$ cat config.mk
export PLATFORM = sky130hd
export DESIGN_NAME = spi_ram_ctrl
export DESIGN_NICKNAME = d
export VERILOG_FILES = /design/src/rtl/spi_ram_pkg.sv /design/src/rtl/spi_ram_ctrl.sv
export SDC_FILE = /design/constraint.sdc
export NUM_CORES = 1
export LEC_CHECK = 0
export CAP_MARGIN = 20
export CORE_AREA = 10 10 73 75
export DETAILED_ROUTE_END_ITERATION = 12
export DIE_AREA = 0 0 83 85
export GPL_ROUTABILITY_DRIVEN = 0
export PLACE_DENSITY = 0.71
export REMOVE_ABC_BUFFERS = 1
export SLEW_MARGIN = 20
export SYNTH_ARGS = -nofsm -noshare
export SYNTH_HDL_FRONTEND = slang
export SYNTH_SLANG_ARGS = --single-unit
$ cat constraint.sdc
create_clock -name clk -period 4.9 [get_ports clk]
set_input_delay 0.735 -clock clk [delete_from_list [all_inputs] [get_ports clk]]
set_output_delay 0.735 -clock clk [all_outputs]
set_load 0.03 [all_outputs]
$ cat src/rtl/spi_ram_pkg.sv
// Shared definitions for the SPI-to-RAM slave controller: FSM states,
// command encodings carried in rx_data[ADDR_W+1:ADDR_W], and default width.
package spi_ram_pkg;

  localparam int ADDR_W_DEF = 8;

  localparam logic [1:0] CMD_WR_ADDR = 2'b00;
  localparam logic [1:0] CMD_WR_DATA = 2'b01;
  localparam logic [1:0] CMD_RD_ADDR = 2'b10;
  localparam logic [1:0] CMD_RD_DATA = 2'b11;

  typedef enum logic [2:0] {
    IDLE      = 3'd0,
    CHK_CMD   = 3'd1,
    WRITE     = 3'd2,
    READ_ADD  = 3'd3,
    READ_DATA = 3'd4
  } state_e;

endpackage

$ cat src/rtl/spi_ram_ctrl.sv
// SPI slave that frames mosi into RAM words and streams RAM read data on miso.
// Optional frame_err output is enabled by defining SPI_FRAME_ERR_EN.
module spi_ram_ctrl
  import spi_ram_pkg::*;
#(
  parameter int ADDR_W = ADDR_W_DEF
) (
  input  logic              clk,
  input  logic              rst,
  input  logic              ss_n,
  input  logic              mosi,
  output logic              miso,
  output logic [ADDR_W+1:0] rx_data,
  output logic              rx_valid,
  input  logic [ADDR_W-1:0] tx_data,
  input  logic              tx_valid
`ifdef SPI_FRAME_ERR_EN
  ,
  output logic              frame_err
`endif
);

  localparam int FRAME_W = ADDR_W + 2;
  localparam int CNT_W   = $clog2(FRAME_W + 1);
  localparam logic [CNT_W-1:0] LAST_BIT = CNT_W'(FRAME_W - 1);
  localparam logic [CNT_W-1:0] LAST_TX  = CNT_W'(ADDR_W);

  state_e              state;
  logic [FRAME_W-2:0]  shift_reg;
  logic [CNT_W-1:0]    bit_cnt;
  logic [ADDR_W-1:0]   tx_reg;
  logic                rx_done;
  logic                tx_wait;
  logic                tx_busy;
  logic                rd_addr_seen;

  // bit_cnt counts received bits, then is reused to count transmitted bits.
  always_ff @(posedge clk or posedge rst) begin
    if (rst) begin
      state        <= IDLE;
      shift_reg    <= '0;
      bit_cnt      <= '0;
      tx_reg       <= '0;
      rx_done      <= 1'b0;
      tx_wait      <= 1'b0;
      tx_busy      <= 1'b0;
      rd_addr_seen <= 1'b0;
      miso         <= 1'b0;
      rx_data      <= '0;
      rx_valid     <= 1'b0;
    end else begin
      rx_valid <= 1'b0;
      if (ss_n) begin
        state     <= IDLE;
        shift_reg <= '0;
        bit_cnt   <= '0;
        rx_done   <= 1'b0;
        tx_wait   <= 1'b0;
        tx_busy   <= 1'b0;
        miso      <= 1'b0;
      end else begin
        case (state)
          IDLE: state <= CHK_CMD;
          CHK_CMD: begin
            if (!mosi)
              state <= WRITE;
            else if (rd_addr_seen)
              state <= READ_DATA;
            else
              state <= READ_ADD;
          end
          WRITE, READ_ADD, READ_DATA: begin
            if (!rx_done) begin
              shift_reg <= {shift_reg[FRAME_W-3:0], mosi};
              bit_cnt   <= bit_cnt + 1'b1;
              if (bit_cnt == LAST_BIT) begin
                rx_data  <= {shift_reg, mosi};
                rx_valid <= 1'b1;
                rx_done  <= 1'b1;
                bit_cnt  <= '0;
                if (state == READ_ADD)
                  rd_addr_seen <= 1'b1;
                if (state == READ_DATA) begin
                  rd_addr_seen <= 1'b0;
                  tx_wait      <= 1'b1;
                end
              end
            end else if (tx_wait) begin
              if (tx_valid) begin
                tx_wait <= 1'b0;
                tx_busy <= 1'b1;
                miso    <= tx_data[ADDR_W-1];
                tx_reg  <= {tx_data[ADDR_W-2:0], 1'b0};
                bit_cnt <= CNT_W'(1);
              end
            end else if (tx_busy) begin
              if (bit_cnt == LAST_TX) begin
                miso    <= 1'b0;
                tx_busy <= 1'b0;
              end else begin
                miso    <= tx_reg[ADDR_W-1];
                tx_reg  <= {tx_reg[ADDR_W-2:0], 1'b0};
                bit_cnt <= bit_cnt + 1'b1;
              end
            end
          end
          default: state <= IDLE;
        endcase
      end
    end
  end

`ifdef SPI_FRAME_ERR_EN
  logic shifting;
  assign shifting = (state == WRITE || state == READ_ADD || state == READ_DATA) && !rx_done;

  // Sticky until the master starts the next frame.
  always_ff @(posedge clk or posedge rst) begin
    if (rst)
      frame_err <= 1'b0;
    else if (state == IDLE && !ss_n)
      frame_err <= 1'b0;
    else if (ss_n && (state == CHK_CMD || shifting || tx_busy))
      frame_err <= 1'b1;
  end
`endif

endmodule
==> flow_summary.yaml, run 1 <==
# synthesis and place-and-route metrics
status:
  outcome: "complete, no violations"
pwr:
  ir_drop_mv: 0.1801
  powerDensity_nw_per_um2: 264.9
yosys:
  synth_cell_types: 38
  syn_avg_cell_area_um2: 11.72
  top_cells_by_count: "dfrtp_1 (39), mux2_2 (22), nor2_1 (13)"
  ff_type: "dfrtp_1"
  ys_seq_share: 0.5203
  mux_share: 0.1908
  yosysWarningCount: 0
  synthArstFlopShare: 1.000
  top_cell: "dfrtp_1"
  ys_cells: 160
  edf_count: 0
hold_path:
  hold_class: "reg2reg"
  min_from: "tx_reg[6]"
setup_path:
  r2r_end: "rx_data[4]"
  critical_path_class: "in2reg"
  worst-path-stages: 4
  crit_arrival_ns: 2.85
  crit_path_top_delay_cell: "clkdlybuf4s50_1"
  r2r_cells: 4
  cp_top_family: "buffers and inverters"
route:
  final_antenna_net_count: 0
  route.vias.total: 1305
  drt_iter0_drc: 125
  drcViolationCount: 0
  wl_per_cell_um: 15.61
clocking:
  cts_htree_levels: 2
  numCtsBuffers: 5
  post_cts_buffers: 0
  cts-root-buf: "clkbuf_8"
  cts_tree: "done"
die:
  die_h_um: 85
  num_io_pins: 25
  chipArea_um2: 7055
grt:
  antenna_found_initial: 0
  grt-ovfl-total: 0
  top_usage_layer: "met2"
  grt_first_pass_wirelength_um: 6361
  grt_max_degree: 40
sta:
  fin_worst_hold_slack_ns: 0.5082
  tightest_slew_ns: 1.074
  min_period_ns: 2.676
  period_used_share: 0.5460
  hold_viol_final: 0
cells_and_area:
  layout_top_cell: "dfrtp_1"
  diodes: 0
  final_cell_count_no_fill: 235
place:
  dp.cells: 227
==> run 1: power breakdown <==
group	internal (mW)	switching, mW
registers	0.326	0.00651
logic	0.0210	0.0261
clock network	0.0974	0.112
==> run 1: layer usage <==
metal | part of all wire | wire (µm)
met1 | 0.44 | 1624
met2 | 0.48 | 1759
met3 | 0.061 | 224
met4 | 0.016 | 60
met5 | 0 | 0
==> run 1: final cells by class <==
| cell class | count | area [µm²] |
|---|---|---|
| Timing Repair Buffer | 25 | 247.7 |
| Clock inverter | 3 | 15.01 |
| Multi-Input combinational cell | 105 | 825.8 |
| Tap cell | 50 | 62.56 |
| Clock buffer | 5 | 68.82 |
| Fill cell | 344 | 1688 |
| Sequential cell | 39 | 975.9 |
| Inverter | 8 | 30.03 |
### Wiring by layer, run 1

(4 px per µm)
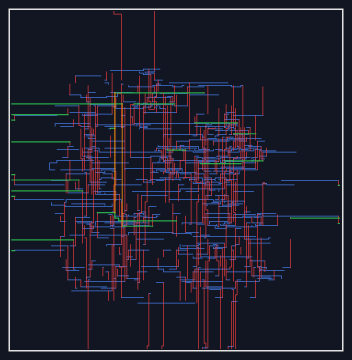
Orange is metal 4, wire length 60.5 µm. Red is metal 2, wire length 1,760 µm. Green is metal 3, wire length 225 µm. Blue is metal 1, wire length 1,620 µm.

### Clock nets, run 1

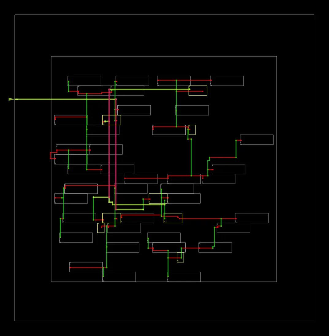
flop count: 39
Insertion Delay late pin: 0.30 ns
Clock group: 210 µW
Sink Count: 39
CLK BUF: 5

### Register map, names as in the netlist, run 1

(3 px per µm) Other sequential cells in the stronger grey, the rest of the logic in the fainter grey.
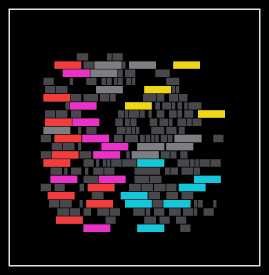
Magenta is shift_reg, flops 9. Cyan is tx_reg, flops 7, where bottom centre. Red is rx_data, flops 10. Yellow is bit_cnt, flops 4.

==> run 2, diff against run 1 <==
- clock period: 4.9 -> 2.5 ns (I/O delays scaled with it)
==> run 2 against run 1 <==
Sequential cell count unchanged; sequential share of layout area fell by 1.4 points; critical endpoint is now tx_reg[3]; synthesized cell count stayed put; register-to-register slack worse by 2.2 ns; via count is 0.38% higher; setup slack got worse by 1.8 ns; largest power group unchanged; clock power grew to 2.5 times the previous value; sequential power up 96%; critical path type is now reg2reg.
==> flow_summary.yaml, run 2 <==
# synthesis and place-and-route metrics
pwr:
  switching_share: 0.2142
  clk-power_uw: 532
  powerComb_uw: 98.5
  powerDensity_nw_per_um2: 558.6
  ir_drop_mv: 0.3738
  pwr-share-clk: 0.415
  p_switching_uw: 274.8
yosys:
  ff_type: "dfrtp_1"
  top_cell: "dfrtp_1"
  ys_cells: 160
  syn_avg_cell_area_um2: 11.72
  top_cells_by_count: "dfrtp_1 (39), mux2_2 (22), nor2_1 (13)"
  synth_cell_types: 38
  synthArstFlopShare: 1.000
  ys_seq_share: 0.5203
clocking:
  numClockSinks: 39
  post_cts_buffers: 0
  cts-root-buf: "clkbuf_8"
  clock_latency_ns: 0.29
die:
  nWellTaps: 50
  chipArea_um2: 7055
cells_and_area:
  clk_share: 0.05120
  sh_comb_area: 0.3595
  comb_cells: 105
  diodes: 0
  inv_count: 8
  area_share_nonclk_buffers: 0.1242
  comb_area_um2: 825.8
  final-seq-area_um2: 975.9
  layout.area.top_class: "flip-flops and latches"
status:
  outcome: "complete, no violations"
route:
  drt_iter0_drc: 51
  drcViolationCount: 0
  final_antenna_net_count: 0
hold_path:
  hold_class: "in2async"
setup_path:
  worst-path-stages: 4
grt:
  antenna_found_initial: 0
  grt_max_degree: 40
  grt_first_pass_wirelength_um: 6693
sta:
  period_used_share: 0.8210
run 2: cell types whose count changed in the layout (fill, tap and decap cells not counted), sizes merged:
| cell | previous run | this run |
|---|---|---|
| buf | 1 | 6 |
| clkinv | 3 | 1 |
| bufinv | 0 | 1 |
| clkbuf | 5 | 6 |
run 2: metal layers:
layer | GRT usage | wire length [µm] | up-vias
met4 | 0.04799 | 85 | 0
met2 | 0.1938 | 1871 | 28
met5 | 0 | 0 | -
met3 | 0.03633 | 148 | 8
met1 | 0.1236 | 1600 | 639
li1 | - | - | 635
run 2: logic make-up after synthesis:
group	after synthesis	synth area share
and+or+nand+nor	42	0.1281
DFF	39	0.5203
muxes	33	0.1908
AOI/OAI and AO/OA	27	0.1014
buffers and inverters	16	0.03936
adders and majority gates	3	0.02002
### Register map, names as in the netlist, run 2

(3 px per µm) Other sequential cells in the stronger grey, the rest of the logic in the fainter grey.
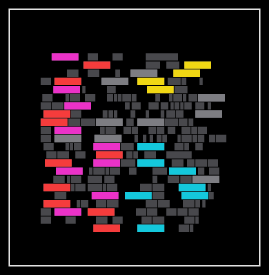
Cyan is tx_reg, flops 7. Magenta is shift_reg, flops 9. Yellow is bit_cnt, flops 4. Red is rx_data, flops 10.
Another 9 sequential cells are not coloured.

### Clock nets, run 2

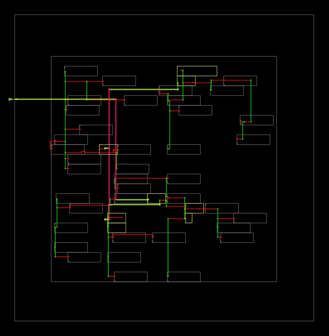
Worst Skew: 0.003098 ns
CLK BUF: 6

Power and IR drop assume default switching activity.
